[src/rtl/led_matrix_pkg.sv]
// Shared polarity constants and vector helpers for the LED matrix scanner.
// Helpers return a wide vector; callers size-cast to their own COLS/ROWS.
package led_matrix_pkg;

  localparam bit ACTIVE_LOW  = 1'b1;
  localparam bit ACTIVE_HIGH = 1'b0;
  localparam int MAX_W       = 64;

  function automatic logic [MAX_W-1:0] onehot_col(input int idx, input int cols);
    logic [MAX_W-1:0] v;
    v = '0;
    for (int i = 0; i < MAX_W; i++) begin
      if (i == idx && i < cols) v[i] = 1'b1;
    end
    return v;
  endfunction

  // Pin level that means "off" for a vector of the given polarity.
  function automatic logic [MAX_W-1:0] idle_level(input bit active_low);
    return active_low ? {MAX_W{1'b1}} : {MAX_W{1'b0}};
  endfunction

endpackage

[src/rtl/led_scan_timebase.sv]
// Phase/column counters for the scanner; publishes the state for the next cycle
// so the top can register outputs that match the counters cycle for cycle.
module led_scan_timebase #(
  parameter int COLS  = 5,
  parameter int DIV   = 50000,
  parameter int BLANK = 1,
  localparam int CW   = $clog2(COLS),
  localparam int PW   = $clog2(DIV)
) (
  input  logic          clk,
  input  logic          reset,
  input  logic          en,
  output logic [CW-1:0] col_nxt,
  output logic          slot_tick,
  output logic          frame_boundary,
  output logic          blank_phase
);

  logic [CW-1:0] col;
  logic [PW-1:0] phase;
  logic          run;
  logic [PW-1:0] phase_nxt;
  logic          run_nxt;

  // A cycle with en low, or the first cycle after en rises, parks the scan at (0,0).
  always_comb begin
    run_nxt   = en;
    col_nxt   = col;
    phase_nxt = phase;
    if (!en || !run) begin
      col_nxt   = '0;
      phase_nxt = '0;
    end else if (phase == PW'(DIV - 1)) begin
      phase_nxt = '0;
      col_nxt   = (col == CW'(COLS - 1)) ? '0 : col + 1'b1;
    end else begin
      phase_nxt = phase + 1'b1;
    end
    slot_tick      = run_nxt && (phase_nxt == '0);
    frame_boundary = (col_nxt == '0) && (phase_nxt == '0);
    blank_phase    = !run_nxt || (32'(phase_nxt) < BLANK);
  end

  always_ff @(posedge clk or posedge reset) begin
    if (reset) begin
      col   <= '0;
      phase <= '0;
      run   <= 1'b0;
    end else begin
      col   <= col_nxt;
      phase <= phase_nxt;
      run   <= run_nxt;
    end
  end

endmodule

[src/rtl/led_matrix_scanner.sv]
// Double-buffered column-scanning LED matrix driver with tear-free frame swaps
// and per-slot blanking; all outputs registered from the next counter state.
module led_matrix_scanner
  import led_matrix_pkg::*;
#(
  parameter int COLS           = 5,
  parameter int ROWS           = 7,
  parameter int DIV            = 50000,
  parameter int BLANK          = 1,
  parameter bit ROW_ACTIVE_LOW = ACTIVE_LOW,
  parameter bit COL_ACTIVE_LOW = ACTIVE_HIGH,
  localparam int CW            = $clog2(COLS)
) (
  input  logic            clk,
  input  logic            reset,
  input  logic            en,
  input  logic            wr_en,
  input  logic [CW-1:0]   wr_col,
  input  logic [ROWS-1:0] wr_data,
  input  logic            commit,
  output logic            pending,
  output logic            frame_start,
  output logic [COLS-1:0] coluna,
  output logic [ROWS-1:0] linha
);

  localparam logic [COLS-1:0] COL_IDLE = COLS'(idle_level(COL_ACTIVE_LOW));
  localparam logic [ROWS-1:0] ROW_IDLE = ROWS'(idle_level(ROW_ACTIVE_LOW));

  logic [COLS-1:0][ROWS-1:0] shadow, shadow_n;
  logic [COLS-1:0][ROWS-1:0] display, display_n;
  logic [ROWS-1:0]           slot_rows, rows_n;
  logic [COLS-1:0]           col_dec;
  logic [ROWS-1:0]           row_dec;
  logic                      pending_n;
  logic                      swap;
  logic [CW-1:0]             col_nxt;
  logic                      slot_tick;
  logic                      frame_boundary;
  logic                      blank_phase;

  led_scan_timebase #(
    .COLS  (COLS),
    .DIV   (DIV),
    .BLANK (BLANK)
  ) u_timebase (
    .clk            (clk),
    .reset          (reset),
    .en             (en),
    .col_nxt        (col_nxt),
    .slot_tick      (slot_tick),
    .frame_boundary (frame_boundary),
    .blank_phase    (blank_phase)
  );

  // The swap copies the pre-write shadow, so a same-cycle write waits for the next commit.
  always_comb begin
    shadow_n = shadow;
    if (wr_en && (32'(wr_col) < COLS)) shadow_n[wr_col] = wr_data;
    swap      = frame_boundary && pending;
    display_n = swap ? shadow : display;
    pending_n = swap ? commit : (pending | commit);
    // Row bitmap is captured once per slot; the display only changes on slot starts.
    rows_n    = slot_tick ? display_n[col_nxt] : slot_rows;
    col_dec   = blank_phase ? '0 : COLS'(onehot_col(int'(col_nxt), COLS));
    row_dec   = blank_phase ? '0 : rows_n;
  end

  always_ff @(posedge clk or posedge reset) begin
    if (reset) begin
      shadow      <= '0;
      display     <= '0;
      slot_rows   <= '0;
      pending     <= 1'b0;
      frame_start <= 1'b0;
      coluna      <= COL_IDLE;
      linha       <= ROW_IDLE;
    end else begin
      shadow      <= shadow_n;
      display     <= display_n;
      slot_rows   <= rows_n;
      pending     <= pending_n;
      frame_start <= slot_tick && frame_boundary;
      coluna      <= col_dec ^ COL_IDLE;
      linha       <= row_dec ^ ROW_IDLE;
    end
  end

endmodule

[config.mk]
export PLATFORM = sky130hd
export DESIGN_NAME = led_matrix_scanner
export DESIGN_NICKNAME = d
export VERILOG_FILES = /design/src/rtl/led_matrix_pkg.sv /design/src/rtl/led_scan_timebase.sv /design/src/rtl/led_matrix_scanner.sv
export SDC_FILE = /design/constraint.sdc
export NUM_CORES = 1
export LEC_CHECK = 0
export ABC_AREA = 1
export CAP_MARGIN = 20
export CORE_ASPECT_RATIO = 0.8
export CORE_MARGIN = 1
export CORE_UTILIZATION = 50
export CTS_BUF_LIST = sky130_fd_sc_hd__clkbuf_8 sky130_fd_sc_hd__clkbuf_16
export CTS_CLUSTER_SIZE = 40
export DETAILED_ROUTE_END_ITERATION = 10
export GPL_TIMING_DRIVEN = 0
export PLACE_DENSITY = 0.69
export SYNTH_ARGS = -nofsm -noshare
export SYNTH_HDL_FRONTEND = slang
export SYNTH_HIERARCHICAL = 1
export SYNTH_SLANG_ARGS = --single-unit
[constraint.sdc]
create_clock -name clk -period 4.6 [get_ports clk]
set_clock_uncertainty 0.05 [all_clocks]
set_input_delay 0.92 -clock clk [delete_from_list [all_inputs] [get_ports clk]]
set_output_delay 0.92 -clock clk [all_outputs]
set_load 0.005 [all_outputs]
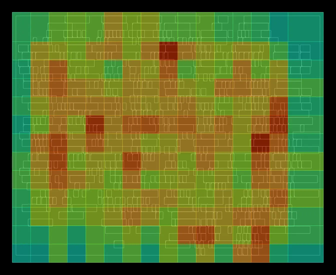
run_1/congestion.png
busiest grt layer: met2
GR Layer Usage met1: 34.9%
DR WL/cell: 13.9 um

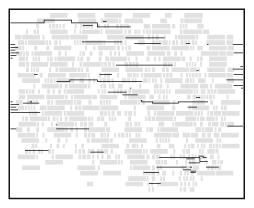
run_1/layer_met3.png
Scale: 2 px per um.
share of all routed wire: 4.1%
main direction: horizontal
vias post-DR: 4140
fraction of met3 tracks used by global routing: 4.65%
routed wire length: 11600 um

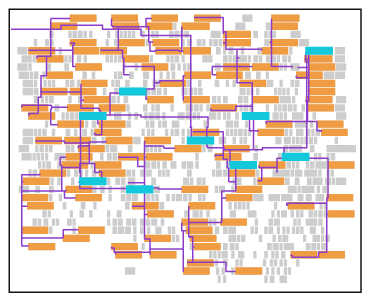
run_1/clk_routes.png
Scale: 3 px per um.
legend:
  clock drivers:
    colour: cyan
    count: 9
  clock wires:
    colour: purple
    length: 1250 um
  flip-flops:
    colour: orange
    count: 111
flops lie: all over the die
routed clock nets: 10

==> results.toml, run 1 <==
# yosys + openroad results
[sta]
tightest_slew_ns = 0.790
fmax_mhz = 272
hold_viol_final = 0
fin_setup_tns_ns = 0
setup_ws_ns = 0.923
slew_viol_final = 0
finalSetupViolations = 0

[floorplan]
die_w_um = 117
rows = 33
fp_util_pct = 51.5

[place]
hpwlAfterDp_um = 8660
gp_congestion = 0.850
place_ws_ns = 0.577

[setup_path]
rrSetupSlack_ns = 1.43
cpPeakStageDelay_ns = 0.45
timing.critical_path.required_ns = 4.83
end_kind = "flop"
endpoint = "linha[4]"
crit_fanout = 10
crit_chain = "clkdlybuf4s50_1, nand2_1, inv_1, clkbuf_1, nand3_1, nand3_1, nor2_2, nand3_2, nor2_1, nand2_2, inv_2, buf_4, nand2_1, nand3_1, nand2_1, o21ai_1, nand2_1, nand3_1"
startpoint_type = "input port"
critPathKind = "input port to flop"
reg2regPathDepth = 20
crit_slowest_cell = "clkdlybuf4s50_1"
r2r-start = "u_timebase/phase[0]"

[job]
max-cap-violations = 0
warning_count = 28

[clock_tree]
cts_buffers = 9
clk_pin_slew_worst_paths_ns = 0.07
clock-root-buffer = "clkbuf_16"
hold_buffers = 0
htree_levels = 3
clock_path_buffers = 2
clock_insertion_delay_worst_skew_ns = 0.35

[logic_synthesis]
xor_share_pct = 0.499
yosys_area_um2 = 5270
synth.top_cell.area_share_pct = 49.4
top_cells_by_area = "dfrtp_1 49%, nand2_1 11%, inv_1 8.1%"
largest_area_cell = "dfrtp_1"
ys.flops = 111
synthFlopType = "dfrtp_1"
ys_cells = 651
ys_seq_share_pct = 52.9
synthAdderAreaFrac_pct = 0.950
synthMuxAreaShare_pct = 0
mappedNetlistArea_um2 = 5270

[pwr]
power_switching_uw = 668
peakVddDrop_uv = 220
leakagePower_uw = 0.00316
p_comb_share_pct = 16.5
clkPwrFrac_pct = 32.1
seqPwrFrac_pct = 51.4
p_total_uw = 2310

[route]
routed_via_density = 4.95

[global_routing]
grt_pass1_wl_um = 19600
grt-ovfl-total = 0
grt_use_total_pct = 23.9

[min_path]
min_to = "linha[3]"
hp-class = "flop to flop"

[status]
status = "completed"

[cells_and_area]
area_growth_pct = 14.6
run 1: registers in the layout (all words and copies together), names as in the netlist:
register / flops
coluna: 5
display: 35
frame_start: 1
linha: 7
pending: 1
shadow: 35
slot_rows: 7
u_timebase/col: 3
u_timebase/phase: 16
u_timebase/run: 1
run 1: layout by cell type, fill, tap and decap left out, drive strengths merged:
cell	Yosys	layout
nand2	160	160
inv	119	122
dfrtp	104	104
nand3	76	76
nor2	50	50
o21ai	48	48
clkdlybuf4s50	0	28
and2	21	21
a21oi	17	17
clkbuf	7	16
buf	9	10
o21a	7	7
nor3	7	7
dfstp	7	7
nand4	4	4
ha	4	4
o211ai	3	3
clkinv	0	3
a21o	2	2
o21bai	2	2
xor2	2	2
clkinvlp	0	1
nand3b	1	1
xnor2	1	1
run 1: cell type report:
type	count	area, um2
timing repair buffer	29	308
buffer	16	73.8
sequential	111	2790
tap	140	175
fill	972	4200
clock buffer	9	225
inverter	119	449
clock inverter	7	58.8
multi-input combinational	405	1960
run 1: power by group through the flow:
stage          Sequential, uW  Clock [uW]  Combinational, uW
4_1_cts                  1190         755                380
3_3_place_gp             1200           0                362
5_1_grt                  1200         796                440
3_5_place_dp             1210           0                377
2_1_floorplan            1180           0                269
6_report                 1190         742                380
run 1: logic make-up (layout without fill, tap and decap cells):
| kind of cell | count (synthesis) | count (layout) |
|---|---|---|
| buffers and inverters | 135 | 180 |
| xor gates and xnor gates | 3 | 3 |
| and+or+nand+nor | 319 | 319 |
| adders and majority gates | 4 | 4 |
| AOI/OAI and AO/OA | 79 | 79 |
| DFF | 111 | 111 |
run 1: metal layers:
metal | vias up | track usage (%) | wire, um
li1 | 2106 | - | -
met1 | 1932 | 34.9 | 5930
met2 | 94 | 36.5 | 5090
met3 | 8 | 4.65 | 471
met4 | 0 | 6.01 | 99
met5 | - | 0 | 0
run_1/wires.png
Scale: 2 px per um.
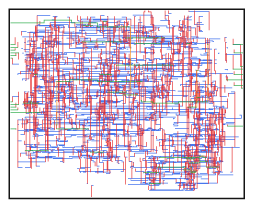

==> run 2: changes to the inputs <==
PLACE_DENSITY = 0.71   (was 0.69)
clock period = 3.3 ns   (was 4.6 ns; I/O delays follow)
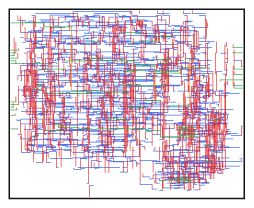
run_2/wires.png
Scale: 2 px per um.
legend:
  metal 1:
    colour: blue
    wire_length: 5770 um
  metal 3:
    colour: green
    wire_length: 564 um
  metal 2:
    colour: red
    wire_length: 5350 um
  metal 4:
    colour: orange
    wire_length: 72.8 um
routed wire length: 11800 um
DR WL/cell: 14.1 um
vias post-DR: 4223
Tot GR Track Use: 23.3%

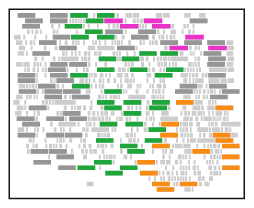
run_2/flops_by_reg.png
Scale: 2 px per um. Other sequential cells in the stronger grey, the rest of the logic in the fainter grey.
legend:
  u_timebase/phase:
    colour: orange
    placed_flops: 16
  linha:
    colour: magenta
    placed_flops: 7
  display:
    colour: green
    placed_flops: 35
not coloured: 53
Flop area: 2790 um2
fraction of area in registers: 45.7%
fin util: 59.5%

==> run 2 against run 1 <==
Cell area increased by 0.93%. Synthesized cell count unchanged. Core utilization rose by 0.55 points. Sequential share of layout area fell by 0.43 points. Critical endpoint is now linha[3].
==> results.toml, run 2 <==
# yosys + openroad results
[status]
status = "completed"

[job]
max-cap-violations = 0
warning_count = 28

[logic_synthesis]
ys.flops = 111
synthMuxAreaShare_pct = 0
top_cells_by_area = "dfrtp_1 49%, nand2_1 11%, inv_1 8.1%"
ys_seq_share_pct = 52.9
synthTopLogicFamily = "simple AND/OR/NAND/NOR gates"
largest_area_cell = "dfrtp_1"
yosys_area_um2 = 5270
ys_cells = 651
xor_share_pct = 0.499
synth-edff-count = 0
synthFlopType = "dfrtp_1"
mappedNetlistArea_um2 = 5270
synthAdderAreaFrac_pct = 0.950
synth.top_cell.area_share_pct = 49.4
synth_cell_type_count = 29

[pwr]
seq_power_uw = 1660
p_clk_uw = 1170
power.group.top = "registers"
clkPwrFrac_pct = 34.9
power_switching_uw = 971
peakVddDrop_uv = 307
switching_share_pct = 28.9
leakagePower_uw = 0.00319
seqPwrFrac_pct = 49.3
p_comb_share_pct = 15.8
p_comb_uw = 531

[place]
hpwlAfterDp_um = 8730
gp_congestion = 0.859

[sta]
slew_viol_final = 0
hold_viol_final = 0
fmax_mhz = 326
tightest_slew_ns = 0.766
finalSetupViolations = 0

[min_path]
hold_depth = 3
min_to = "linha[0]"
hp-class = "flop to flop"

[global_routing]
grt_util_met2_pct = 36.4
grt-ovfl-total = 0
met1_usage_pct = 32.6
antenna_found_initial = 0
grtUsageMet3_pct = 5.94
grt_pass1_wl_um = 19100
grt_busiest_layer = "met2"

[setup_path]
crit_arrival_ns = 3.32
crit_fanout = 10
end_kind = "flop"
crit_chain = "clkdlybuf4s50_1, nand2_1, inv_1, clkbuf_2, nand3_1, nand2_1, nor2_2, nand3_2, nor2_4, nand2_2, inv_2, buf_4, nand2_1, nand3_1, nand2_1, o21ai_1, nand2_1, nand3_1"
path_delay_family = "simple AND/OR/NAND/NOR gates"
rr_endpoint = "linha[3]"
reg2regPathDepth = 20
cpPeakStageDelay_ns = 0.44
startpoint_type = "input port"
timing.critical_path.required_ns = 3.55
r2r-start = "u_timebase/phase[1]"
rrSetupSlack_ns = 0.35
critPathKind = "input port to flop"
cp_num_buf_inv = 5
crit_slowest_cell = "clkdlybuf4s50_1"

[route]
wl_met3_um = 563
drtPass1Iterations = 6
routed_via_density = 5.05
routed.top_layer = "met4"
drt-initial-drc-count = 279
met2_length_um = 5350
wirelength_met1_um = 5770

[clock_tree]
cts_buffers = 9
clock_path_buffers = 2
clock_insertion_delay_worst_skew_ns = 0.36
clk_pin_slew_worst_paths_ns = 0.08
htree_levels = 3
clock-root-buffer = "clkbuf_16"

[cells_and_area]
nFillCells = 969
final_cell_mix = "155 x nand2_1, 112 x inv_1, 104 x dfrtp_1"
largestRegisters = "display: 35 flops, shadow: 35 flops, u_timebase/phase: 16 flops"
layout_top_cell = "nand2_1"
area_growth_pct = 15.7
logic_area_um2 = 1970

[floorplan]
rows = 33
die_w_um = 117
fp.coreArea_um2 = 10200
die_y_um = 93.8
fp_util_pct = 51.5
==> run 2: area by class of cell <==
| class | instances | share of cell area (%) |
|---|---|---|
| buffer | 16 | 1.23 |
| clock buffer | 9 | 3.70 |
| clock inverter | 7 | 1.68 |
| inverter | 119 | 7.37 |
| multi-input combinational | 405 | 32.4 |
| sequential | 111 | 45.7 |
| tap | 140 | 2.87 |
| timing repair buffer | 29 | 5.05 |
==> run 2: timing repair <==
item,in CTS,in global routing
resized,1,4
buffers inserted,0,0
gates cloned,0,0
hold buffers,0,0
endpoints found under the setup margin,9,14
==> run 2: worst max path at each step <==
stage               startpoint  depth (start not counted)            to
floorplan                reset                          1     coluna[0]
detailed placement          en                         17  slot_rows[4]
finish                      en                         18      linha[3]
global placement         reset                          2    shadow[31]
CTS                         en                         17      linha[4]
global route                en                         18      linha[4]
==> run 2: through the flow <==
stage          setup TNS, ns  worst slack, ns  util (%)  area, um2  power, uW
6_report                   0            0.229      59.5       6090       3360
5_1_grt              -0.0364          -0.0235      59.5       6090       3540
4_1_cts                    0          0.00738      59.4       6080       3390
3_5_place_dp           -6.57           -0.459      56.2       5750       2210
3_3_place_gp         -105.79            -1.13      55.9       5720       2180
2_1_floorplan              0            0.238         -       5270       2030
==> run 2: worst reg2reg max path: stages (launching register included) <==
cell	delay [ns]
dfrtp_1	0.41
ha_1	0.23
nand3_2	0.16
nor2_4	0.16
nand2_4	0.11
nand2_4	0.13
inv_2	0.07
nand3_1	0.10
nand2_1	0.08
nor2_2	0.11
nand3_2	0.14
nor2_4	0.18
nand2_2	0.15
inv_2	0.13
buf_4	0.17
nand2_1	0.06
nand3_1	0.06
nand2_1	0.05
o21ai_1	0.20
nand2_1	0.08
nand3_1	0.08
Power figures rest on the tool's default switching activity, not on a simulated workload.
